[src/rtl/tc_boot_loader.sv]
// Boot loader: packs a little-endian byte stream into 32-bit IM words, then releases the CPU.
// Optional trailing XOR checksum byte is compiled in with `define BOOT_CHECKSUM_EN.
`timescale 1ns/1ps
module tc_boot_loader #(
  parameter int ADDR_W = 10,
  parameter int DATA_W = 32
) (
  input  logic              Ph0,
  input  logic              Reset,
  input  logic [7:0]        ByteIn,
  input  logic              ByteValid,
  output logic              ByteReady,
  output logic              ImWe,
  output logic [ADDR_W-1:0] ImAddr,
  output logic [DATA_W-1:0] ImData,
  output logic              CpuReset,
  output logic              Done,
  output logic              Error
);

  typedef enum logic [2:0] {
    IDLE     = 3'd0,
    COUNT_LO = 3'd1,
    COUNT_HI = 3'd2,
    DATA     = 3'd3,
    FLUSH    = 3'd4,
    RUN      = 3'd5,
    ERROR    = 3'd6
`ifdef BOOT_CHECKSUM_EN
    , CHECK  = 3'd7
`endif
  } state_e;

  localparam logic [16:0]     MaxWords = 17'(1) << ADDR_W;
  localparam logic [ADDR_W:0] OneWord  = (ADDR_W+1)'(1);

  state_e              state_q, state_d;
  logic [7:0]          countLo_q, countLo_d;
  logic [ADDR_W:0]     wordCnt_q, wordCnt_d;
  logic [ADDR_W:0]     wordIdx_q, wordIdx_d;
  logic [1:0]          byteIdx_q, byteIdx_d;
  logic [23:0]         shift_q, shift_d;
  logic                imWe_q, imWe_d;
  logic [ADDR_W-1:0]   imAddr_q, imAddr_d;
  logic [DATA_W-1:0]   imData_q, imData_d;
  logic                cpuReset_q, cpuReset_d;
  logic                done_q, done_d;
  logic                error_q, error_d;
`ifdef BOOT_CHECKSUM_EN
  logic [7:0]          xor_q, xor_d;
`endif

  logic        accept;
  logic [15:0] countFull;
  logic        countOk;
  logic        lastWord;

  assign accept    = ByteValid & ByteReady;
  assign countFull = {ByteIn, countLo_q};
  assign countOk   = (countFull != 16'd0) && ({1'b0, countFull} <= MaxWords);
  assign lastWord  = (wordIdx_q == (wordCnt_q - OneWord));

  always_ff @(posedge Ph0 or posedge Reset) begin
    if (Reset) begin
      state_q    <= IDLE;
      countLo_q  <= '0;
      wordCnt_q  <= '0;
      wordIdx_q  <= '0;
      byteIdx_q  <= '0;
      shift_q    <= '0;
      imWe_q     <= 1'b0;
      imAddr_q   <= '0;
      imData_q   <= '0;
      cpuReset_q <= 1'b1;
      done_q     <= 1'b0;
      error_q    <= 1'b0;
`ifdef BOOT_CHECKSUM_EN
      xor_q      <= '0;
`endif
    end else begin
      state_q    <= state_d;
      countLo_q  <= countLo_d;
      wordCnt_q  <= wordCnt_d;
      wordIdx_q  <= wordIdx_d;
      byteIdx_q  <= byteIdx_d;
      shift_q    <= shift_d;
      imWe_q     <= imWe_d;
      imAddr_q   <= imAddr_d;
      imData_q   <= imData_d;
      cpuReset_q <= cpuReset_d;
      done_q     <= done_d;
      error_q    <= error_d;
`ifdef BOOT_CHECKSUM_EN
      xor_q      <= xor_d;
`endif
    end
  end

  // Bytes shift in from the top so byte k of a word ends up at bits 8k+7:8k.
  always_comb begin
    state_d   = state_q;
    countLo_d = countLo_q;
    wordCnt_d = wordCnt_q;
    wordIdx_d = wordIdx_q;
    byteIdx_d = byteIdx_q;
    shift_d   = shift_q;
    imWe_d    = 1'b0;
    imAddr_d  = imAddr_q;
    imData_d  = imData_q;
`ifdef BOOT_CHECKSUM_EN
    xor_d     = xor_q;
`endif
    case (state_q)
      IDLE: state_d = COUNT_LO;
      COUNT_LO: begin
        if (accept) begin
          countLo_d = ByteIn;
          state_d   = COUNT_HI;
        end
      end
      COUNT_HI: begin
        if (accept) begin
          if (countOk) begin
            wordCnt_d = (ADDR_W+1)'(countFull);
            state_d   = DATA;
          end else begin
            state_d   = ERROR;
          end
        end
      end
      DATA: begin
        if (accept) begin
          shift_d   = {ByteIn, shift_q[23:8]};
          byteIdx_d = byteIdx_q + 2'd1;
`ifdef BOOT_CHECKSUM_EN
          xor_d     = xor_q ^ ByteIn;
`endif
          if (byteIdx_q == 2'd3) begin
            imWe_d    = 1'b1;
            imAddr_d  = wordIdx_q[ADDR_W-1:0];
            imData_d  = {ByteIn, shift_q};
            wordIdx_d = wordIdx_q + OneWord;
            if (lastWord) begin
`ifdef BOOT_CHECKSUM_EN
              state_d = CHECK;
`else
              state_d = FLUSH;
`endif
            end
          end
        end
      end
`ifdef BOOT_CHECKSUM_EN
      CHECK: begin
        if (accept) begin
          state_d = (ByteIn == xor_q) ? RUN : ERROR;
        end
      end
`endif
      FLUSH: state_d = RUN;
      default: state_d = state_q;
    endcase
  end

  // Status flags follow the next state so they switch on the same edge that enters RUN/ERROR.
  always_comb begin
    ByteReady  = 1'b0;
    cpuReset_d = (state_d != RUN);
    done_d     = (state_d == RUN);
    error_d    = (state_d == ERROR);
    case (state_q)
      COUNT_LO, COUNT_HI, DATA: ByteReady = 1'b1;
`ifdef BOOT_CHECKSUM_EN
      CHECK: ByteReady = 1'b1;
`endif
      default: ByteReady = 1'b0;
    endcase
  end

  assign ImWe     = imWe_q;
  assign ImAddr   = imAddr_q;
  assign ImData   = imData_q;
  assign CpuReset = cpuReset_q;
  assign Done     = done_q;
  assign Error    = error_q;

endmodule
[config.mk]
export PLATFORM = sky130hd
export DESIGN_NAME = tc_boot_loader
export DESIGN_NICKNAME = d
export VERILOG_FILES = /design/src/rtl/tc_boot_loader.sv
export SDC_FILE = /design/constraint.sdc
export NUM_CORES = 1
export LEC_CHECK = 0
export ABC_AREA = 1
export CAP_MARGIN = 20
export CORE_AREA = 2 2 91 93
export CTS_CLUSTER_SIZE = 12
export DETAILED_ROUTE_END_ITERATION = 16
export DIE_AREA = 0 0 93 95
export GPL_ROUTABILITY_DRIVEN = 0
export PLACE_DENSITY = 0.82
export SYNTH_ARGS = -nofsm -noshare
export SYNTH_HDL_FRONTEND = slang
export SYNTH_SLANG_ARGS = --single-unit
export TNS_END_PERCENT = 50
[constraint.sdc]
create_clock -name Ph0 -period 8.9 [get_ports Ph0]
set_clock_uncertainty 0.1 [all_clocks]
set_input_delay 2.225 -clock Ph0 [delete_from_list [all_inputs] [get_ports Ph0]]
set_output_delay 2.225 -clock Ph0 [all_outputs]
set_load 0.005 [all_outputs]
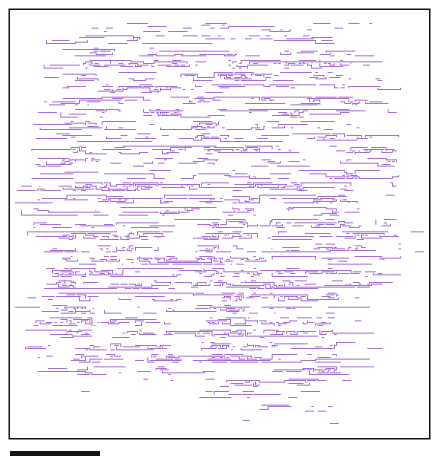
*M1 wires*
The bar under the picture is 20 microns long.
nets with wire on the layer: 521
wire length on this layer: 4040 microns
main direction: horizontal
share of all routed wire: 45%

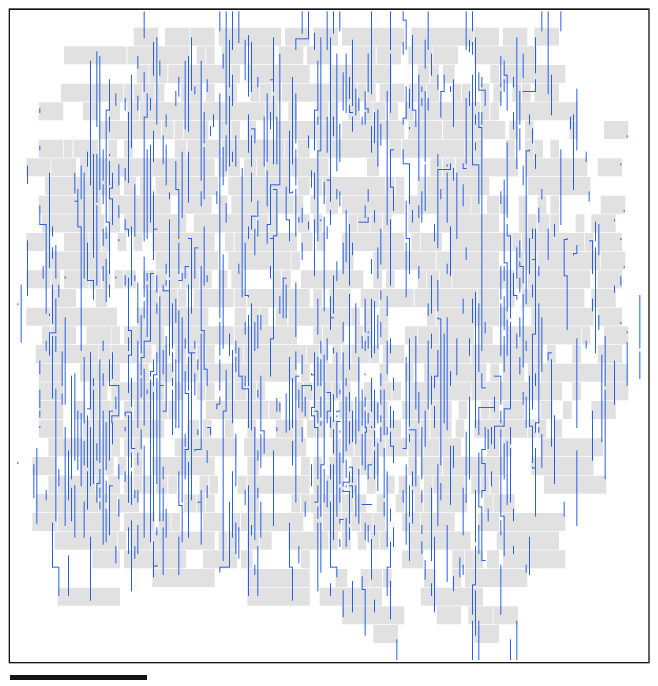
*M2 wires*
The bar under the picture is 20 microns long.
wire length on this layer: 4300 microns
share of all routed wire: 48%
nets with wire on the layer: 474

==> impl_metrics.py <==
# Physical implementation metrics
metrics = {
    "finish": {
        "nFillCells": 634,
        "comb_area_sq_um": 1610,
        "syn_to_final_growth_pct": 18.4,
        "diodes": 0,
        "fin_cells": 675,
        "nMultiInputCombCells": 332,
        "largest_reg_flops": 32,
        "n_clock_buffer": 10,
    },
    "clock_tree": {
        "post-cts-setup-buffers": 0,
        "cts_tree": "built",
        "post_cts_resized": 0,
    },
    "timing": {
        "fmax_mhz": 213,
        "slew_violations": 0,
        "final-hold-violation-count": 0,
    },
    "power_and_ir_drop": {
        "power.total_mw": 0.775,
        "power_density_nw_per_um2": 144,
        "powerClk_mw": 0.280,
    },
    "worst_setup_path": {
        "path_cells": "clkdlybuf4s50_1 -> inv_1 -> nor3_4 -> nand3_4 -> clkinv_2 -> nand4_2 -> nor2_2 -> nand2_2 -> nor2_4 -> nand3_1 -> xor2_1",
        "worst_path_largest_cell_delay_ps": 580,
        "r2r_cells": 11,
        "arrival_ps": 4860,
        "path_delay_family": "simple AND/OR/NAND/NOR gates",
        "timing.rr.start": "state_q[2]",
    },
    "place": {
        "placed_cells": 659,
        "pre_cts_slack_ps": 3790,
        "port_buffers": 57,
        "placed_cell_area_sq_um": 5180,
    },
    "logic_synthesis": {
        "yosys.area.top_type": "dfrtp_1",
        "yosys_cells": 511,
        "top_cells_by_count": "nand2_1 (165), dfrtp_1 (104), o21ai_0 (77), inv_1 (54), nor2_1 (30)",
        "ys_sh_adder": 0.00828,
        "top_cell": "nand2_1",
        "ys_sh_simple": 0.225,
        "area_leaders": "dfrtp_1 (57%), nand2_1 (14%), o21ai_0 (8.5%), inv_1 (4.5%), nor2_1 (2.5%)",
        "syn_nets": 525,
        "ys_seq_share": 0.580,
    },
    "hold_path": {
        "holdPathStages": 2,
    },
    "floorplan": {
        "fp.coreArea_sq_um": 7930,
        "rows": 33,
        "dieArea_sq_um": 8840,
    },
    "grt": {
        "antenna_found_initial": 0,
        "top_usage_layer": "met2",
    },
    "route": {
        "first_pass_iters": 5,
        "wl_met2_microns": 4300,
    },
    "run": {
        "warning_count": 26,
    },
    "status": {
        "status": "completed",
    },
}
